**src/rtl/oven_cook_timer.sv**
```systemverilog
// oven_cook_timer
//   Cook-time countdown and heater-enable controller for the electric oven.
//   It loads the programmed cook time on an accepted start and counts it
//   down once per second while the heater runs. It pauses while the door is
//   open and flags completion with a one-cycle timeout pulse plus a latched
//   "food ready" LED.
//
// Parameters
//   CLK_PER_SEC  clock cycles per second (>= 2)
//   TIME_W       width of the cook-time / remaining-time fields
//
// Ports
//   clk           in   system clock, rising edge
//   reset         in   synchronous, active-low reset
//   start         in   one-cycle start / resume command
//   stop          in   one-cycle cancel command
//   door          in   1 = door closed, 0 = door open
//   timp_setat    in   programmed cook time (s), sampled on start from IDLE
//   timer_remain  out  remaining seconds
//   heat_en       out  heater element enable
//   timeout       out  one-cycle pulse when the countdown reaches 0
//   mod_ready     out  LED: cooking finished, food ready
//   busy          out  high in RUN or PAUSE
//
// Build option
//   OVEN_TIMER_AUTORESUME_EN  when defined, closing the door in PAUSE resumes
//                             cooking without a start command.

module oven_cook_timer #(
  parameter int CLK_PER_SEC = 50,
  parameter int TIME_W      = 8
) (
  input  logic              clk,
  input  logic              reset,
  input  logic              start,
  input  logic              stop,
  input  logic              door,
  input  logic [TIME_W-1:0] timp_setat,
  output logic [TIME_W-1:0] timer_remain,
  output logic              heat_en,
  output logic              timeout,
  output logic              mod_ready,
  output logic              busy
);

  localparam int PSC_W = $clog2(CLK_PER_SEC);
  localparam logic [PSC_W-1:0] PSC_LAST = PSC_W'(CLK_PER_SEC - 1);

  typedef enum logic [1:0] {
    IDLE  = 2'd0,
    RUN   = 2'd1,
    PAUSE = 2'd2,
    DONE  = 2'd3
  } state_t;

  state_t           state;
  logic [PSC_W-1:0] psc;
  logic             resume;

  // Condition that takes PAUSE back to RUN.
`ifdef OVEN_TIMER_AUTORESUME_EN
  assign resume = door;
`else
  assign resume = start & door;
`endif

  always_ff @(posedge clk) begin
    if (!reset) begin
      state        <= IDLE;
      psc          <= '0;
      timer_remain <= '0;
      heat_en      <= 1'b0;
      timeout      <= 1'b0;
      mod_ready    <= 1'b0;
      busy         <= 1'b0;
    end else begin
      // timeout is a pulse: it is only raised on the finishing tick below.
      timeout <= 1'b0;
      if (stop) begin
        state        <= IDLE;
        psc          <= '0;
        timer_remain <= '0;
        heat_en      <= 1'b0;
        mod_ready    <= 1'b0;
        busy         <= 1'b0;
      end else begin
        case (state)
          IDLE: begin
            if (start && door && (timp_setat != '0)) begin
              state        <= RUN;
              timer_remain <= timp_setat;
              psc          <= '0;
              heat_en      <= 1'b1;
              busy         <= 1'b1;
            end
          end

          RUN: begin
            // Door open wins over a due tick: counters freeze as they are.
            if (!door) begin
              state   <= PAUSE;
              heat_en <= 1'b0;
            end else if (psc == PSC_LAST) begin
              psc <= '0;
              if (timer_remain != '0) begin
                timer_remain <= timer_remain - 1'b1;
                if (timer_remain == TIME_W'(1)) begin
                  state     <= DONE;
                  heat_en   <= 1'b0;
                  busy      <= 1'b0;
                  mod_ready <= 1'b1;
                  timeout   <= 1'b1;
                end
              end
            end else begin
              psc <= psc + 1'b1;
            end
          end

          PAUSE: begin
            // The resume edge itself does not advance psc, so time spent
            // outside RUN never counts toward cook time.
            if (resume) begin
              state   <= RUN;
              heat_en <= 1'b1;
            end
          end

          DONE: begin
            if (!door) begin
              state     <= IDLE;
              mod_ready <= 1'b0;
            end
          end

          default: state <= IDLE;
        endcase
      end
    end
  end

endmodule

```
**config.mk**
```make
export PLATFORM = sky130hd
export DESIGN_NAME = oven_cook_timer
export DESIGN_NICKNAME = d
export VERILOG_FILES = /design/src/rtl/oven_cook_timer.sv
export SDC_FILE = /design/constraint.sdc
export NUM_CORES = 1
export LEC_CHECK = 0
export CAP_MARGIN = 10
export CORE_UTILIZATION = 50
export DETAILED_ROUTE_END_ITERATION = 7
export HOLD_SLACK_MARGIN = 0.05
export PLACE_DENSITY = 0.78
export SLEW_MARGIN = 40
export SYNTH_ARGS = -nofsm -noshare
export SYNTH_HDL_FRONTEND = slang
export SYNTH_SLANG_ARGS = --single-unit
```
**constraint.sdc**
```tcl
create_clock -name clk -period 2.32 [get_ports clk]
set_input_delay 0.464 -clock clk [delete_from_list [all_inputs] [get_ports clk]]
set_output_delay 0.464 -clock clk [all_outputs]
set_load 0.02 [all_outputs]
```
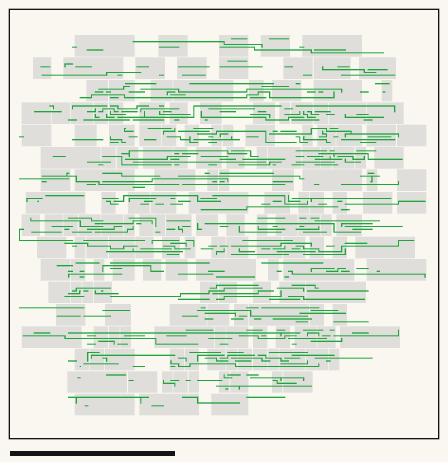
Figure 1: run 1, the metal 1 layer.
Scale bar: 20 um. Cells faint in the background.
The layer holds 47% of the routed length. The longest straight run is 28.1 um. The layer carries 1,440 um of wire. 171 nets have wire on it.

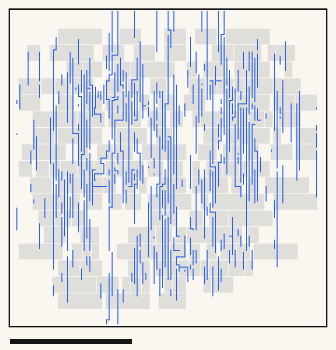
Figure 2: run 1, signal wires on met2.
Scale bar: 20 um. Cells faint in the background.
162 nets have wire on it. The wires run mostly vertical. The longest straight run is 23.5 um. The layer carries 1,410 um of wire.
WL final: 3043 um
grt met2 use: 39.32%
via count: 1,237

==> results.json, run 1 <==
{
  "syn2layout_area_growth_pct": 23.47,
  "highest_layer": "met4",
  "cp-start-kind": "flop",
  "place_area_um2": 1504,
  "slew_violations": 0,
  "period_minus_slack_ps": 1995,
  "ys_seq_share_pct": 32.10,
  "fin_ws_ps": 324.9,
  "ys_cells": 150,
  "synth_warnings": 0,
  "synth-edff-count": 0,
  "xor_area_share_pct": 2.106,
  "place_inst": 201,
  "wl_met3_um": 149,
  "hpwlAfterDp_um": 2237,
  "numCtsBuffers": 3,
  "critical_path_class": "flop to flop",
  "buffer_area_share_pct": 19.01,
  "place_congestion": 0.8624,
  "ctsResizeCount": 0,
  "io_buffers": 24,
  "cts.sinks": 20,
  "ios": 25,
  "synthAdderAreaFrac_pct": 5.015,
  "stdcell_area_um2": 1540,
  "wl_per_cell_um": 14.84,
  "synthCells": 150,
  "grt_util_all_layers_pct": 25.08,
  "dr_wl_met2_um": 1411,
  "clockPowerShare_pct": 29.5,
  "clk-insertion-delay-late_ps": 300,
  "final_layout_top_logic_cells": "clkdlybuf4s50_1, dfxtp_1, nand2_1",
  "swShare_pct": 26.86,
  "pwr-share-comb_pct": 19.4,
  "cap_violations": 0,
  "p_seq_share_pct": 51.1,
  "ys_top_cells_by_area": "dfxtp_1, nand2_1, ha_1, o21ai_0, clkbuf_8",
  "comb_share_pct": 49.39,
  "use_met3_pct": 3.509,
  "die_height_um": 51.95,
  "crit_cells": 5,
  "fin_skew_ps": 4.875,
  "drt-vias-per-instance": 6.034,
  "holdBufCountCts": 0,
  "largest_class": "multi-input combinational cells",
  "switchingPower_uw": 188.6,
  "cts.path.max_buffers": 2,
  "outcome": "completed",
  "grt_pass1_wl_um": 5002,
  "crit_path_end_kind": "flop",
  "cts_tree": "built",
  "nFillCells": 191,
  "die_x_um": 51.95,
  "drc": 0,
  "crit_family": "simple AND/OR/NAND/NOR gates",
  "clockNetworkAreaShare_pct": 2.356,
  "tns_ps": 0,
  "seqCellArea_um2": 400.4,
  "dieArea_um2": 2699,
  "pg_comb_uw": 136,
  "largest_area_cell": "dfxtp_1",
  "max_stage_delay_ps": 570,
  "required_ps": 2540,
  "nWellTaps": 28,
  "path_cells": "ha_1 -> or4b_1 -> nor2_1 -> a311oi_1 -> a211oi_1",
  "reg_top3": "timer_remain x8, psc x6, state x2",
  "simple_gate_area_share_pct": 28.59,
  "slew-limit-headroom_pct": 54.18,
  "vdd_ir_drop_max_mv": 0.3065,
  "finalClockPeriodUsage_pct": 86.00,
  "clkTransAtPathRegs_ps": 120,
  "finalPower_uw": 702.4,
  "synth_chip_area_um2": 1247,
  "max_freq_mhz": 501.2,
  "powerDensity_nw_per_um2": 456.0,
  "drive_above_1_share_pct": 11.30,
  "path_buffers": 0,
  "synth_flops": 20,
  "top_cell_area_share_pct": 32.10,
  "rows": 17,
  "drtAntennaViolNets": 0,
  "worst_slew_pin_slew_ps": 687.3,
  "htree_levels": 1,
  "clock_power_uw": 207,
  "grt-ovfl-total": 0,
  "dr.first_iter.drc_count": 35,
  "first_global_vias": 1118,
  "flop_cell": "dfxtp_1"
}
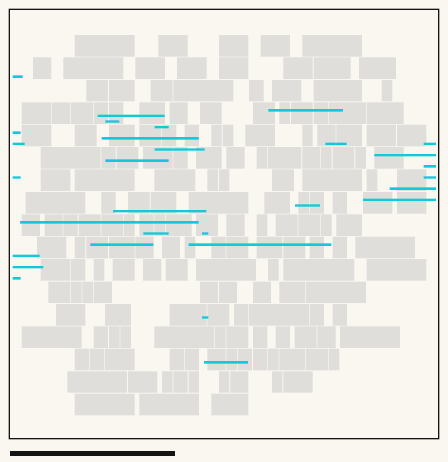
Figure 3: run 1, M3 wires.
Scale bar: 20 um. Cells faint in the background.
The layer carries 149 um of wire. The layer holds 4.9% of the routed length.

==> run 1 -> run 2 <==
- CORE_ASPECT_RATIO: unset -> 1.5
- HOLD_SLACK_MARGIN: 0.05 -> 0.08
- REMOVE_ABC_BUFFERS: unset -> 1
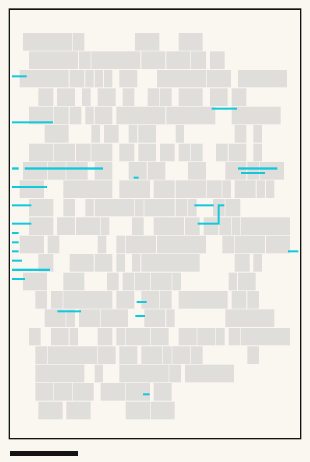
Figure 4: run 2, M3 wires.
Scale bar: 10 um. Cells faint in the background.
The layer holds 2.2% of the routed length. The longest straight run is 11.3 um. 20 nets have wire on it. The layer carries 68.3 um of wire. The wires run mostly horizontal.
WL final: 3170 um
M3 GR Usage: 2.292%
via count: 1,236

==> run 2 against run 1 <==
Against the previous run:
- sequential share of layout area up 0.19 points
- via count is essentially flat
- synthesized cell count is the same
- clock skew up 5.1 ps
- combinational power is 4% higher
==> results.json, run 2 <==
{
  "flop_cell": "dfxtp_1",
  "slew_violations": 0,
  "synthAdderAreaFrac_pct": 5.015,
  "finalPower_uw": 662.9,
  "p_seq_share_pct": 54.0,
  "highest_layer": "met4",
  "crit_family": "simple AND/OR/NAND/NOR gates",
  "comb_share_pct": 49.84,
  "seqCellArea_um2": 400.4,
  "io_buffers": 24,
  "clockPowerShare_pct": 24.7,
  "synth_chip_area_um2": 1247,
  "worst_slew_pin_slew_ps": 788.8,
  "period_minus_slack_ps": 2052,
  "drt-vias-per-instance": 6.180,
  "synthCells": 150,
  "drtAntennaViolNets": 0,
  "final_layout_top_logic_cells": "clkdlybuf4s50_1, dfxtp_1, nand2_1",
  "vdd_ir_drop_max_mv": 0.2693,
  "ctsResizeCount": 0,
  "nFillCells": 208,
  "pwr-share-comb_pct": 21.2,
  "place_inst": 197,
  "cts_tree": "built",
  "fin_skew_ps": 9.982,
  "ys_seq_share_pct": 32.10,
  "drive_above_1_share_pct": 11.30,
  "groute.layer.met2.usage_pct": 45.45,
  "dr_wl_met2_um": 1703,
  "finalClockPeriodUsage_pct": 88.44,
  "clockNetworkAreaShare_pct": 1.473,
  "fin_ws_ps": 268.2,
  "required_ps": 2480,
  "buffer_area_share_pct": 19.64,
  "wl_per_cell_um": 15.85,
  "grt-ovfl-total": 0,
  "largest_class": "multi-input combinational cells",
  "outcome": "completed",
  "cp-start-kind": "flop",
  "path_buffers": 0,
  "ys_cells": 150,
  "synth-edff-count": 0,
  "place_area_um2": 1506,
  "pg_comb_uw": 141,
  "clock_power_uw": 164,
  "syn2layout_area_growth_pct": 22.57,
  "cts.sinks": 20,
  "synth_flops": 20,
  "stdcell_area_um2": 1529,
  "critical_path_class": "flop to flop",
  "simple_gate_area_share_pct": 28.59,
  "htree_levels": 1,
  "dr.first_iter.drc_count": 56,
  "drc": 0,
  "holdBufCountCts": 0,
  "ys_top_cells_by_area": "dfxtp_1, nand2_1, ha_1, o21ai_0, clkbuf_8",
  "first_global_vias": 1241,
  "cap_violations": 0,
  "cts.path.max_buffers": 2,
  "grt_pass1_wl_um": 5464,
  "die_height_um": 63.18,
  "swShare_pct": 27.60,
  "powerDensity_nw_per_um2": 433.5
}
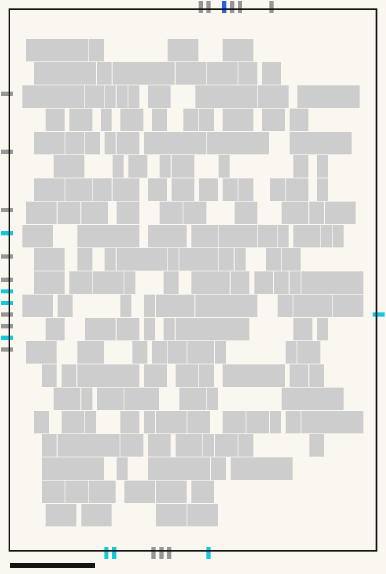
Figure 5: run 2, pin placement.
Scale bar: 10 um. Pins as bars across the die edge, other pins in gray.
Key: blue = `reset` [pins 1, direction input, edge top]; cyan = `timer_remain` [pins 8, direction output, edge 4 left, 3 bottom, 1 right]

Power figures rest on the tool's default switching activity, not on a simulated workload.
